File: config.mk
export PLATFORM = sky130hd
export DESIGN_NAME = mux_4_1_rr
export DESIGN_NICKNAME = d
export VERILOG_FILES = /design/src/rtl/mux_pkg.sv /design/src/rtl/rr_arbiter_4.sv /design/src/rtl/mux_4_1_rr.sv
export SDC_FILE = /design/constraint.sdc
export NUM_CORES = 1
export LEC_CHECK = 0
export ABC_AREA = 0
export CORE_MARGIN = 3
export CORE_UTILIZATION = 37
export DETAILED_ROUTE_END_ITERATION = 8
export GPL_ROUTABILITY_DRIVEN = 0
export PLACE_DENSITY = 0.78
export SYNTH_ARGS = -nofsm -noshare
export SYNTH_HDL_FRONTEND = slang
export SYNTH_SLANG_ARGS = --single-unit
File: constraint.sdc
create_clock -name clk -period 2.5 [get_ports clk]
set_clock_uncertainty 0.2 [all_clocks]
set_input_delay 0.75 -clock clk [delete_from_list [all_inputs] [get_ports clk]]
set_output_delay 0.75 -clock clk [all_outputs]
set_load 0.01 [all_outputs]
File: src/rtl/mux_pkg.sv
// +--------------------------------------------------------------------+
// | mux_pkg: channel tags shared by the 4:1 merge mux and its demux    |
// | Rev 1.0                                                            |
// +--------------------------------------------------------------------+
`default_nettype none

package mux_pkg;

  // Channel tags match the demux {S1,S0} select so words route back by tag.
  localparam logic [1:0] CH_A = 2'b00;
  localparam logic [1:0] CH_B = 2'b01;
  localparam logic [1:0] CH_C = 2'b10;
  localparam logic [1:0] CH_D = 2'b11;

  localparam int WIDTH_DEF = 8;

endpackage : mux_pkg

`default_nettype wire

File: src/rtl/rr_arbiter_4.sv
// +--------------------------------------------------------------------+
// | rr_arbiter_4: combinational 4-way round-robin grant                |
// | Rev 1.0                                                            |
// +--------------------------------------------------------------------+
`default_nettype none

module rr_arbiter_4
  import mux_pkg::*;
(
  input  logic [3:0] req,
  input  logic [1:0] last_ptr,
  input  logic       en,
  output logic [3:0] gnt,
  output logic [1:0] gnt_idx
);

  logic       found;
  logic [1:0] idx;

  // Search begins one past the last winner and wraps, so last_ptr is lowest priority.
  always_comb begin
    gnt     = '0;
    gnt_idx = last_ptr;
    found   = 1'b0;
    idx     = last_ptr;
    for (int k = 1; k <= 4; k++) begin
      idx = last_ptr + 2'(k);
      if (!found && req[idx]) begin
        found   = 1'b1;
        gnt_idx = idx;
      end
    end
    if (en && found) begin
      gnt[gnt_idx] = 1'b1;
    end
  end

endmodule : rr_arbiter_4

`default_nettype wire

File: src/rtl/mux_4_1_rr.sv
// +--------------------------------------------------------------------+
// | mux_4_1_rr: 4-to-1 round-robin merge with registered tagged output|
// | Rev 1.0                                                            |
// +--------------------------------------------------------------------+
`default_nettype none

module mux_4_1_rr
  import mux_pkg::*;
#(
  parameter int WIDTH = WIDTH_DEF
) (
  input  logic               clk,
  input  logic               rst_n,
  input  logic               En,
  input  logic [3:0]         in_valid,
  input  logic [4*WIDTH-1:0] in_data,
  output logic [3:0]         in_ready,
  output logic               out_valid,
  output logic [WIDTH-1:0]   out_data,
  output logic [1:0]         out_sel,
  input  logic               out_ready
);

  logic             out_valid_q, out_valid_d;
  logic [WIDTH-1:0] out_data_q, out_data_d;
  logic [1:0]       out_sel_q, out_sel_d;
  logic [1:0]       last_ptr_q, last_ptr_d;

  logic       load_ok;
  logic       arb_en;
  logic [3:0] gnt;
  logic [1:0] gnt_idx;
  logic       accept;

  assign load_ok = !out_valid_q || out_ready;
  // Holding grants off during reset keeps in_ready quiet while rst_n is low.
  assign arb_en  = En && load_ok && rst_n;

  rr_arbiter_4 u_arb (
    .req      (in_valid),
    .last_ptr (last_ptr_q),
    .en       (arb_en),
    .gnt      (gnt),
    .gnt_idx  (gnt_idx)
  );

  assign accept   = |gnt;
  assign in_ready = gnt;

  always_comb begin
    out_valid_d = out_valid_q;
    out_data_d  = out_data_q;
    out_sel_d   = out_sel_q;
    last_ptr_d  = last_ptr_q;
    if (accept) begin
      out_valid_d = 1'b1;
      out_data_d  = in_data[gnt_idx*WIDTH +: WIDTH];
      out_sel_d   = gnt_idx;
      last_ptr_d  = gnt_idx;
    end else if (out_valid_q && out_ready) begin
      out_valid_d = 1'b0;
    end
  end

  always_ff @(posedge clk) begin
    if (!rst_n) begin
      out_valid_q <= 1'b0;
      out_data_q  <= '0;
      out_sel_q   <= CH_A;
      last_ptr_q  <= CH_D;
    end else begin
      out_valid_q <= out_valid_d;
      out_data_q  <= out_data_d;
      out_sel_q   <= out_sel_d;
      last_ptr_q  <= last_ptr_d;
    end
  end

  assign out_valid = out_valid_q;
  assign out_data  = out_data_q;
  assign out_sel   = out_sel_q;

endmodule : mux_4_1_rr

`default_nettype wire

run_1/congestion_map.png
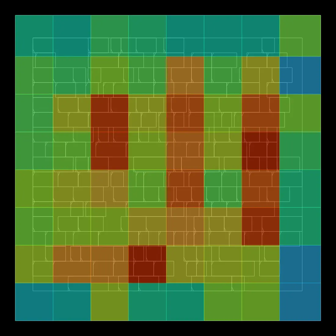
grt met2 use: 39.5%
GR Util All Layers: 21.9%
global routing met1 resource utilization: 25.9%
wire length per cell: 15.9 um

run_1/m3.png
Scale: 8 px per um.
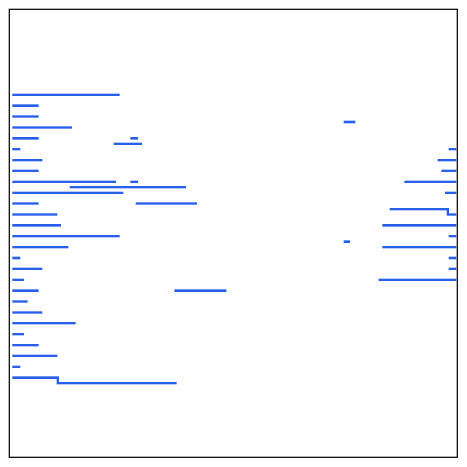
The wires run mostly horizontal. The layer carries 232 um of wire.

run_1/sizing.png
Scale: 6 px per um.
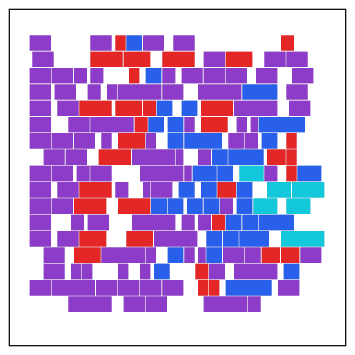
Key: x1 and smaller = purple [cells 99, share 58%]; x6 and larger = cyan [cells 6, share 3.5%]; x2 = red [cells 32, share 19%]; x3 and x4 = blue [cells 35, share 20%]

==> impl_metrics.json, run 1 <==
{
  "fp_util_pct": 40.4,
  "rsz0062_at_grt": "true",
  "synthTopLogicFamily": "AND-OR/OR-AND gates",
  "final-max-slew-violation-count": 0,
  "place_ws_ps": -979,
  "cts-buffers-inserted": 3,
  "fin_crit_ps": 2640,
  "holdWs_ps": 294,
  "clk_latency_ps": 270,
  "largest_reg_flops": 8,
  "final_area_um2": 1750,
  "power_frac_comb_pct": 45.7,
  "fp_nets": 134,
  "yosys_area_um2": 918,
  "root_buffer": "clkbuf_4",
  "maxCapViolCount": 0,
  "fin_nets": 213,
  "cp-startpoint": "in_valid[1]",
  "power_density_nw_per_um2": 385,
  "inverters": 0,
  "sh_seq_area_pct": 14.9,
  "cts_tree": "done",
  "wl_met1_um": 1330,
  "dp.cells": 186,
  "r2r_end": "out_data[2]",
  "flop_area_um2": 260,
  "violations": "setup timing",
  "syn_inst": 94,
  "vias_per_cell": 5.23,
  "holdPathStages": 2,
  "drt_wl_total_um": 3190,
  "use_met3_pct": 4.87,
  "fmax_ghz": 0.379,
  "pwr-share-clk_pct": 19.5,
  "ys_sh_simple_pct": 21.3,
  "path_class": "input port to output pin",
  "largest_cell_class": "non-clock buffers",
  "cts.sinks": 13,
  "setup_viol_count_final": 4,
  "layout_setup_ws_ps": -142,
  "cpMaxStageDelayCell": "nor4_4",
  "diodes": 0,
  "sw_frac_of_total_pct": 31.6,
  "synth_top_area_share_pct": 28.3,
  "worst_pin_slew_ps": 508,
  "slew_headroom_pct": 66.2,
  "grt_pass1_wl_um": 5500,
  "status": "complete, but fails checks",
  "die_area_um2": 3120,
  "power_w": 0.000675,
  "cp.buffers_inverters": 3,
  "grt_overflow": 0
}
run_1/class_map.png
Scale: 6 px per um. Fill, decap, tap and diode cells in gray.
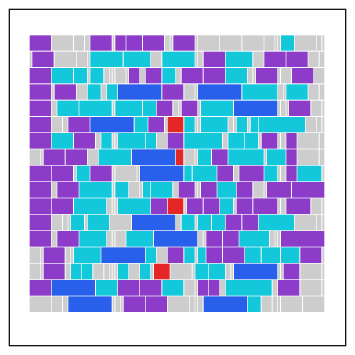

==> inputs of run 2 (changes only) <==
--- a/config.mk
+++ b/config.mk
@@ -7,10 +7,10 @@
 export LEC_CHECK = 0
 export ABC_AREA = 0
 export CORE_MARGIN = 3
-export CORE_UTILIZATION = 37
+export CORE_UTILIZATION = 34
 export DETAILED_ROUTE_END_ITERATION = 8
-export GPL_ROUTABILITY_DRIVEN = 0
-export PLACE_DENSITY = 0.78
+export PLACE_DENSITY = 0.76
 export SYNTH_ARGS = -nofsm -noshare
 export SYNTH_HDL_FRONTEND = slang
+export SYNTH_HIERARCHICAL = 1
 export SYNTH_SLANG_ARGS = --single-unit
run_2/class_map.png
Scale: 6 px per um. Fill, decap, tap and diode cells in gray.
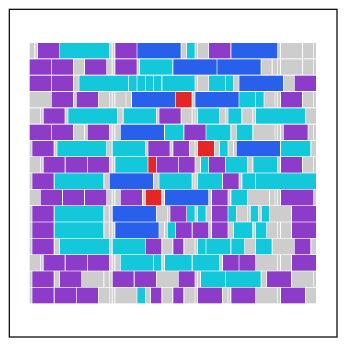
Key: remaining buffers and delay cells = purple [cells 71, share of their area 42%]; remaining logic cells = cyan [cells 58, share of their area 40%]; clock drivers and dummy loads = red [cells 4, share of their area 1.7%]; sequential cells = blue [cells 13, share of their area 16%]

run_2/m3.png
Scale: 8 px per um.
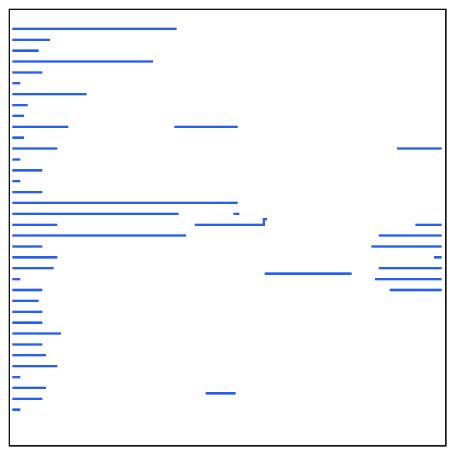
The layer carries 290 um of wire. The wires run mostly horizontal. The layer holds 11% of the routed length.

run_2/congestion_map.png
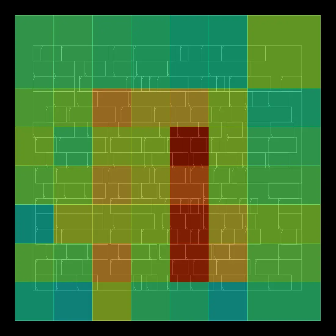
Core Util, Final: 77.9%
GRT met3 Usage: 8.72%
Top Usage Layer GRT: met2
grt met2 use: 32.7%

==> run 2 against run 1 <==
  * The run still ends with setup timing left
  * Maximum frequency shrank 2.1%
  * Sequential cell count is the same
  * Clock power shrank 3%
  * Sequential power grew 29%
  * Worst hold slack lost 31 ps
  * Via count shrank 13%
  * Register-to-register slack lost 430 ps
==> impl_metrics.json, run 2 <==
{
  "antenna_found_initial": 0,
  "grt_overflow": 0,
  "synth_top_area_share_pct": 32.7,
  "dp.cells": 165,
  "yosys_area_um2": 796,
  "worst_pin_slew_ps": 314,
  "place_ws_ps": -1010,
  "fmax_ghz": 0.371,
  "slew_headroom_pct": 78.8,
  "final_area_um2": 1620,
  "diodes": 0,
  "violations": "setup timing",
  "largest_reg_flops": 8,
  "status": "complete, but fails checks",
  "power_frac_comb_pct": 59.8,
  "power_w": 0.00107,
  "grt.total_usage_pct": 18.4,
  "holdWs_ps": 262,
  "cts-buffers-inserted": 3,
  "wl_met1_um": 928,
  "clk_latency_ps": 270,
  "cpMaxStageDelayCell": "o41ai_4",
  "vias_per_cell": 5.28,
  "syn_inst": 76,
  "synthTopLogicFamily": "multiplexers",
  "r2r_end": "out_data[0]",
  "grt_util_met1_pct": 19.0,
  "final-max-slew-violation-count": 0,
  "slowest_delay_ps": 340,
  "fin_nets": 187,
  "cp.buffers_inverters": 4,
  "pwr-share-clk_pct": 12.0,
  "power_density_nw_per_um2": 659,
  "layout_setup_ws_ps": -197,
  "rsz0062_at_grt": "true",
  "setup_viol_count_final": 12,
  "drt_wl_total_um": 2590,
  "flop_area_um2": 262,
  "grt_pass1_wl_um": 3920,
  "crit_cells": 6,
  "fp_util_pct": 38.2,
  "wl_per_cell_um": 15.0,
  "sh_seq_area_pct": 16.1,
  "cts_tree": "done",
  "holdPathStages": 2,
  "die_area_um2": 2960,
  "fp_nets": 116
}
Power is estimated from default activity; no workload was simulated.
